<file path="src/rtl/error_pulse_scheduler.sv">
// error_pulse_scheduler: round-robin up/down pulse sequencer driving level-then-gate pairs
// and tracking a saturating signed error count.
module error_pulse_scheduler #(
    parameter int NREQ    = 2,
    parameter int PEND_W  = 6,
    parameter int ERR_W   = 10,
    parameter int ERR_MAX = 384
) (
    input  logic                    clk,
    input  logic                    rst,
    input  logic                    tick,
    input  logic                    enable,
    input  logic                    zero,
    input  logic [NREQ-1:0]         req_up,
    input  logic [NREQ-1:0]         req_dn,
    output logic [NREQ-1:0]         pend_full,
    output logic [NREQ-1:0]         drop,
    output logic                    uplvl,
    output logic                    dnlvl,
    output logic                    pgp,
    output logic                    pgm,
    output logic                    busy,
    output logic signed [ERR_W-1:0] err_count,
    output logic                    sat
);
    localparam int PW = NREQ > 1 ? $clog2(NREQ) : 1;
    localparam int W  = PEND_W + 2;
    localparam logic signed [W-1:0]      LIMX = W'(2 ** (PEND_W - 1) - 1);
    localparam logic signed [PEND_W-1:0] LIMP = PEND_W'(2 ** (PEND_W - 1) - 1);
    localparam logic signed [W-1:0]      ONE  = W'(1);
    localparam logic signed [ERR_W-1:0]  EMAX = ERR_W'(ERR_MAX);
    localparam logic signed [ERR_W-1:0]  EONE = ERR_W'(1);

    typedef enum logic [1:0] {IDLE, LEVEL, GATE} state_t;

    state_t                   state;
    logic signed [PEND_W-1:0] pend [NREQ];
    logic signed [W-1:0]      nxt [NREQ];
    logic [NREQ-1:0]          clip;
    logic [PW-1:0]            ptr, gnt, pick;
    logic                     dir, any, suppress, done;
    int                       j;

    assign busy     = state != IDLE;
    assign suppress = dir ? err_count == EMAX : err_count == -EMAX;
    assign done     = state == GATE && enable;

    // Scan from farthest to nearest so the last hit is the first nonzero after ptr.
    always_comb begin
        any  = 1'b0;
        pick = ptr;
        j    = 0;
        for (int k = NREQ; k >= 1; k--) begin
            j = int'(ptr) + k;
            j = j >= NREQ ? j - NREQ : j;
            if (pend[PW'(j)] != '0) begin
                any  = 1'b1;
                pick = PW'(j);
            end
        end
    end

    // Net per-cycle pending update; results beyond the limit are clamped and flagged.
    always_comb begin
        for (int i = 0; i < NREQ; i++) begin
            nxt[i] = W'(pend[i]) + W'({1'b0, req_up[i]}) - W'({1'b0, req_dn[i]})
                   - ((done && gnt == PW'(i)) ? (dir ? ONE : -ONE) : '0);
            clip[i] = nxt[i] > LIMX || nxt[i] < -LIMX;
            pend_full[i] = pend[i] == LIMP || pend[i] == -LIMP;
        end
    end

    always_ff @(posedge clk) begin
        if (rst || zero) begin
            for (int i = 0; i < NREQ; i++) pend[i] <= '0;
            drop      <= '0;
            err_count <= '0;
            sat       <= 1'b0;
            state     <= IDLE;
            {uplvl, dnlvl, pgp, pgm} <= '0;
            if (rst) begin
                ptr <= PW'(NREQ - 1);
                gnt <= '0;
                dir <= 1'b0;
            end
        end else begin
            for (int i = 0; i < NREQ; i++)
                pend[i] <= clip[i] ? (nxt[i][W-1] ? -LIMP : LIMP) : nxt[i][PEND_W-1:0];
            drop <= drop | clip;
            case (state)
                IDLE: if (tick && enable && any) begin
                    state <= LEVEL;
                    gnt   <= pick;
                    ptr   <= pick;
                    dir   <= !pend[pick][PEND_W-1];
                    uplvl <= !pend[pick][PEND_W-1];
                    dnlvl <= pend[pick][PEND_W-1];
                end
                LEVEL: if (enable) begin
                    state <= GATE;
                    pgp   <= dir && !suppress;
                    pgm   <= !dir && !suppress;
                    sat   <= sat | suppress;
                end else begin
                    state <= IDLE;
                    uplvl <= 1'b0;
                    dnlvl <= 1'b0;
                end
                GATE: begin
                    state <= IDLE;
                    {uplvl, dnlvl, pgp, pgm} <= '0;
                    if (enable && !suppress) err_count <= err_count + (dir ? EONE : -EONE);
                end
                default: state <= IDLE;
            endcase
        end
    end
endmodule
</file>
<file path="config.mk">
export PLATFORM = sky130hd
export DESIGN_NAME = error_pulse_scheduler
export DESIGN_NICKNAME = d
export VERILOG_FILES = /design/src/rtl/error_pulse_scheduler.sv
export SDC_FILE = /design/constraint.sdc
export NUM_CORES = 1
export LEC_CHECK = 0
export CAP_MARGIN = 20
export CORE_ASPECT_RATIO = 1.25
export CORE_MARGIN = 8
export CORE_UTILIZATION = 40
export DETAILED_ROUTE_END_ITERATION = 12
export GPL_ROUTABILITY_DRIVEN = 0
export PLACE_DENSITY_LB_ADDON = 0.25
export SLEW_MARGIN = 25
export SYNTH_ARGS = -nofsm -noshare
export SYNTH_HDL_FRONTEND = slang
export SYNTH_SLANG_ARGS = --single-unit
</file>
<file path="constraint.sdc">
create_clock -name clk -period 6.2 [get_ports clk]
set_input_delay 1.86 -clock clk [delete_from_list [all_inputs] [get_ports clk]]
set_output_delay 1.86 -clock clk [all_outputs]
set_load 0.005 [all_outputs]
</file>
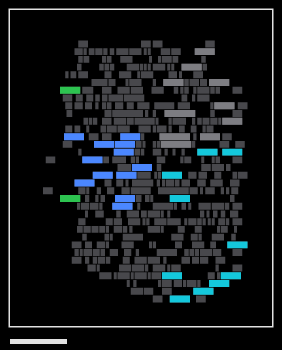
Fig. 1. Register map, names as in the netlist.
Bar = 20 µm. Other sequential cells in the stronger grey, the rest of the logic in the fainter grey.
[`err_count`] cyan | flops: 10
[`pend`] blue | flops: 12 | where: centre
[`drop`] green | flops: 2
not coloured: 10

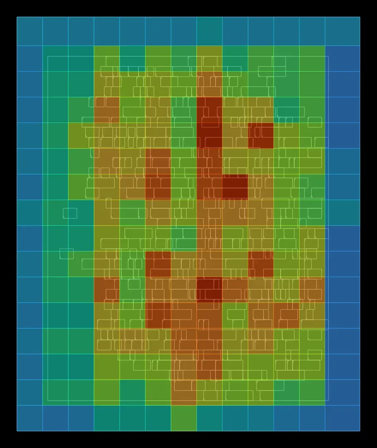
Fig. 2. Routing congestion map.
Finished Core Util: 49.07%
M3 GR Usage: 2.304%
GR peak layer: met2
WL/cell: 13.71 µm

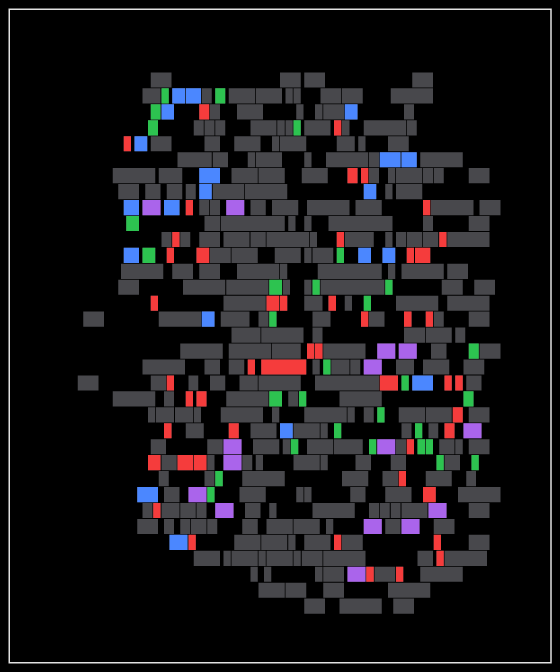
Fig. 3. Gate-type map.
[XOR/XNOR gates] purple | cells: 15 | most used: xnor2_1
[NAND gates] green | cells: 30 | most used: nand2_1
[NOR gates] red | cells: 48 | most used: nor2_1
[AND and OR gates] blue | cells: 20

==> results.cfg <==
; flow metrics
[synthesis]
yosys.area.top_type = dfxtp_1
ys_sh_simple_pct = 17.51
yosysWarningCount = 0
postSynthSeqShare_pct = 24.49
synth_dominant_cell_count = inv_1
synthXorXnorAreaFrac_pct = 4.528
synth_area_per_cell_um2 = 8.410
async_reset_ff_share_pct = 0
synth_area_um2 = 2902
ys_area_um2 = 2902
ys_seq_elements = 34
synth.logic.top_family = adder cells
yosys_most_used_dff = dfxtp_1
top_cells_by_count = inv_1 (45), ha_1 (41), nor2_1 (33)
edf_count = 3
synthesis.nets = 402
top_cell_area_share_pct = 21.39
yosysUniqueCellTypes = 52
ys_sh_mux_pct = 3.148
ys_cells = 345
fa_ha_area_share_pct = 22.51
synth_cells = 345
synthTopCellsByArea = dfxtp_1 (21%), ha_1 (18%), inv_1 (5.8%)
aoi_share_pct = 21.17

[placed_design]
portBuffers = 28
placedInstanceArea_um2 = 3286
hpwl_mm = 5.142

[finish]
drive_above_1_share_pct = 5.305
seqCellArea_um2 = 710.7
num-fill-cells = 701
fin_nets = 433
layout_top_cell = inv_1
layout_top_cells = inv_1 (45), ha_1 (41), nor2_1 (33), dfxtp_1 (31), clkdlybuf4s50_1 (28)
area_growth_pct = 17.98
final_area_um2 = 3423
num_antenna_cells = 0
mi_logic_area_um2 = 1998

[job]
drv_cap = 0
warning_count = 30

[detailed_routing]
routed.top_layer = met4
drt-total-wl_mm = 6.404
drt_first_pass_iters = 4
drc = 0
drt_iter0_drc = 84
wl_met1_mm = 2.856
wl_met3_um = 236
ant_nets = 0
vias = 2513
via_per_inst = 5.381
route.met2.wl_mm = 3.187

[die]
num_rows = 34
fp_util_pct = 41.59
io_pins = 29
die_h_um = 111.2
core_um2 = 6977
die_area_um2 = 10250
die_w_um = 92.18

[critical_path]
slowest_stage = or4_1
cp_max_fo = 5
crit_chain = clkdlybuf4s50_1 > and3_1 > fa_1 > inv_1 > fa_1 > ha_1 > fa_1 > a21o_4 > a21oi_4 > mux2_2 > o21a_1 > or4_1 > o311a_1
slowest_delay_ps = 510
arrival_ps = 5670
startpoint_type = primary input
crit_top_cell = fa_1
crit_required_ps = 6380
cp-end-kind = flip-flop
critPathKind = in2reg
r2r_slack_ps = 2030
ff2ff_path_depth = 14

[timing]
timing.final.crit_period_ps = 5491
finClkSkew_ps = 14.12
rsz0062_at_grt = false
finalSetupViolCount = 0
report.final.slew_viol_count = 0
worst_slew_pin_slew_ps = 994.5
fmax_mhz = 182.1
finalSetupTns_ps = 0
period_used_pct = 88.56
max_slew_margin_pct = 33.46
holdWs_ps = 475.1
finalHoldViolCount = 0

[hold_path]
hold_path_class = reg2reg
hold_depth = 2

[clock_network]
post_cts_buffers = 0
clk_pin_slew_ps = 80
cts.sinks = 34
cts_buffers = 5
cts_resized = 0
postCtsHoldBufs = 0
ctsHtreeMaxLevel = 2
clk_latency_ps = 290
cts_tree = done
clk_path_buf_depth = 2
root_buffer = clkbuf_8

[global_routing]
grt_use_total_pct = 12.87
first_global_vias = 2456
antenna_found_initial = 0
grt_pass1_wl_mm = 11.15
grt_max_degree = 27
gr-total-overflow = 0
grt_util_met2_pct = 22.32
use_met1_pct = 15.21

[power_and_ir_drop]
p_leak_nw = 1.466
powerDensity_nw_per_um2 = 408.8
peakVddDrop_mv = 0.1803

[run_status]
outcome = finished, final reports clean
critical path, delay by kind of cell:
family	cells	cell delay [ps]
and+or+nand+nor	2	710
adders and majority gates	4	1450
AOI/OAI and AO/OA	4	780
muxes	1	350
buffers and inverters	2	530
registers in the layout, indices dropped and copies added (netlist names):
name / flops
ptr: 1
drop: 2
sat: 1
pgm: 1
err_count: 10
state: 2
dnlvl: 1
pend: 12
uplvl: 1
pgp: 1
dir: 1
gnt: 1
cells by family after synthesis:
logic type                 after synthesis
xor gates and xnor gates                15
adders and majority gates               48
and+or+nand+nor                         98
AOI/OAI and AO/OA                       90
DFF                                     34
buffers and inverters                   51
muxes                                    9
through the flow:
| step | power, mW | util [%] | setup WS (ps) | instances |
|---|---|---|---|---|
| after floorplan | 0.9584 | - | 1041 | 345 |
| after global placement | 1.138 | 47.09 | 446.7 | 459 |
| after detailed placement | 1.151 | 47.09 | 408.9 | 459 |
| after CTS | 1.405 | 49.07 | 695.2 | 467 |
| after global routing | 1.538 | 49.07 | 399.6 | 467 |
| final | 1.400 | 49.07 | 709.2 | 467 |
final timing paths:
kind	start	end
min reg2reg	sat	sat
min	sat	sat
max	enable	pend[1][0]
max reg2reg	state[0]	pend[1][0]
power breakdown:
part / internal [mW] / switching [mW]
Clock: 0.161 / 0.0870
Sequential: 0.261 / 0.0346
Combinational: 0.376 / 0.480
Total: 0.798 / 0.602
area by class of cell:
cell class / instances / share of cell area [%]
multi-input cells: 260 / 58.37
flip-flops and latches: 34 / 20.76
repair buffers: 30 / 8.626
inverters: 45 / 4.934
well taps: 90 / 3.289
clock buffers: 5 / 2.010
clock inverters: 3 / 2.010
Power is estimated from default activity; no workload was simulated.
